==> config.mk <==
export PLATFORM = sky130hd
export DESIGN_NAME = reg_cla_adder
export DESIGN_NICKNAME = d
export VERILOG_FILES = /design/src/rtl/reg_cla_adder.sv
export SDC_FILE = /design/constraint.sdc
export NUM_CORES = 1
export LEC_CHECK = 0
export CORE_AREA = 4 4 41 43
export DETAILED_ROUTE_END_ITERATION = 8
export DIE_AREA = 0 0 45 47
export HOLD_SLACK_MARGIN = 0.05
export PLACE_DENSITY = 0.59
export SLEW_MARGIN = 15
export SYNTH_ARGS = -nofsm -noshare
export SYNTH_HDL_FRONTEND = slang
export SYNTH_SLANG_ARGS = --single-unit
==> constraint.sdc <==
create_clock -name clk -period 0.8 [get_ports clk]
set_clock_uncertainty 0.15 [all_clocks]
set_input_delay 0.08 -clock clk [delete_from_list [all_inputs] [get_ports clk]]
set_output_delay 0.08 -clock clk [all_outputs]
set_load 0.02 [all_outputs]
### Gate-type map

Drawn at 8 px/um.
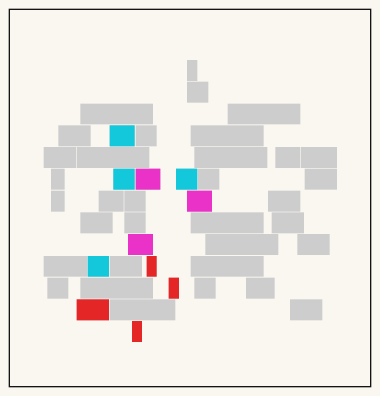
family	color	cells	most used
XOR/XNOR gates	magenta	3	xnor2_1
inverters	red	4	inv_1
AND-OR and OR-AND gates	cyan	4	a21o_1
Comb area share: 33.2%
non-filler cells in the finished layout: 60
Top cell excl fill/tap: buf_6

### Routed metal per tile

Drawn at 8 px/um. 9 x 9 tiles, from white (low) to dark blue (high), scaled to the fullest tile. Values are wire area over tile area, all layers added.
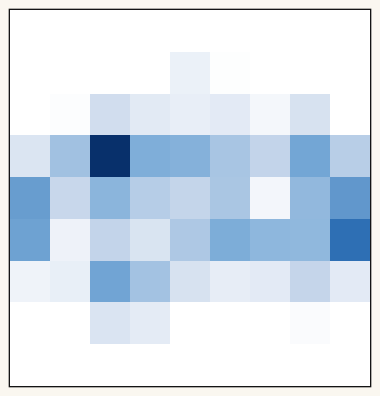
fullest tile	0.32
nearly empty tiles	43%
tiles over half the peak	8.6%
gr usage total: 7.96%
routed len/inst: 10.9 um

### I/O nets highlighted

Drawn at 10 px/um.
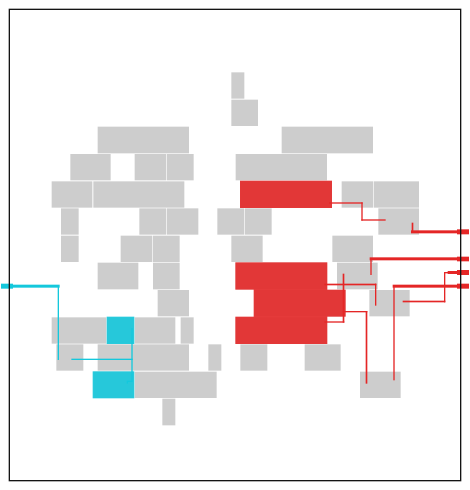
port	color	bits	direction	end cells	buffers	wire
`ci`	cyan	1	input	2	1	23.6 um
`s`	red	4	output	4	4	69.4 um
Ports: 16
Port Buf Inserts: 15

### Clock distribution

Drawn at 10 px/um.
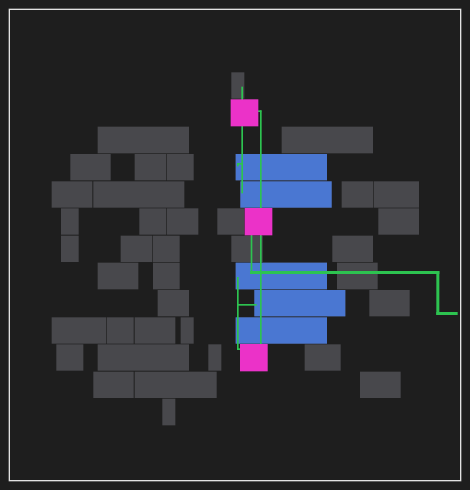
[flip-flops] blue | count: 5
[cells driving clock nets] magenta | count: 3
[clock wires] green | length: 79.8 um
routed clock nets	4
Clock Power Share: 28.5%
P_clk: 276 uW

==> run summary <==
flow finished, numbers: pwr dens 1700 nW/um2, Flop area 125 um2, failing checks hold timing, setup timing, Yosys top cell area share a little under half, crit-path max cell delay about 0.23 ns, synth cell count leaders 5 x dfrtp_1, 4 x ha_1, 4 x inv_1, 3 x a21o_1, 2 x xnor2_1, nonclk buf count 19, pin count of the biggest net entering global routing 6, Hold Fails Final Rpt 5, CP endpoint kind flop, Setup Buffers After CTS 1, final setup fails 9, Synth Area in XOR/XNOR 9.63%, TritonCTS buffer count 3, Seq/total area approximately 22%, area leader, netlist dfrtp_1, CTS sink count 5, number of fill cells 128, final WL ~650 um, Worst path top cell family by delay AND-OR/OR-AND gates, Final WS setup -0.170 ns, RSZ-0062 raised after global routing true, fin crit period approximately 0.97 ns, outcome finished with violations, placed cell area about 500 um2, via/cell ratio between 4 and 5, die height between 40 and 50 um, fmax 1030 MHz, vias in the first global route approximately 300, Clock buf/inv share 4.62%, ys cells 22, Largest register FFs 4, Final Max Tran Viols 0, Routed Antenna Nets 0, chip width 45 um, Crit-path slowest cell ha_4, worst hold slack -0.0894 ns
## metrics by stage
stage	setup slack [ns]	setup TNS, ns	total power, uW	utilization [%]
after floorplan	-0.292	-0.922	465	-
after global placement	-0.853	-5.52	644	38.4
after detailed placement	-0.885	-5.72	658	38.4
after CTS	-0.205	-1.40	972	40.8
after global routing	-0.193	-1.42	1020	43.8
final	-0.170	-1.21	968	43.8
## power breakdown
part           internal [uW]  total [uW]  switching (uW)
Sequential               299         319            20.7
Clock                    188         276            88.1
Combinational            214         373             159
## per-layer routing
metal / part of all wire (%) / up-vias / global-route usage (%)
met2: 51 / 18 / 12.4
li1: - / 117 / -
met1: 33 / 122 / 7.42
met3: 16 / 2 / 3.07
met5: 0 / - / 0
met4: 0.61 / 0 / 9.36
Power figures rest on the tool's default switching activity, not on a simulated workload.
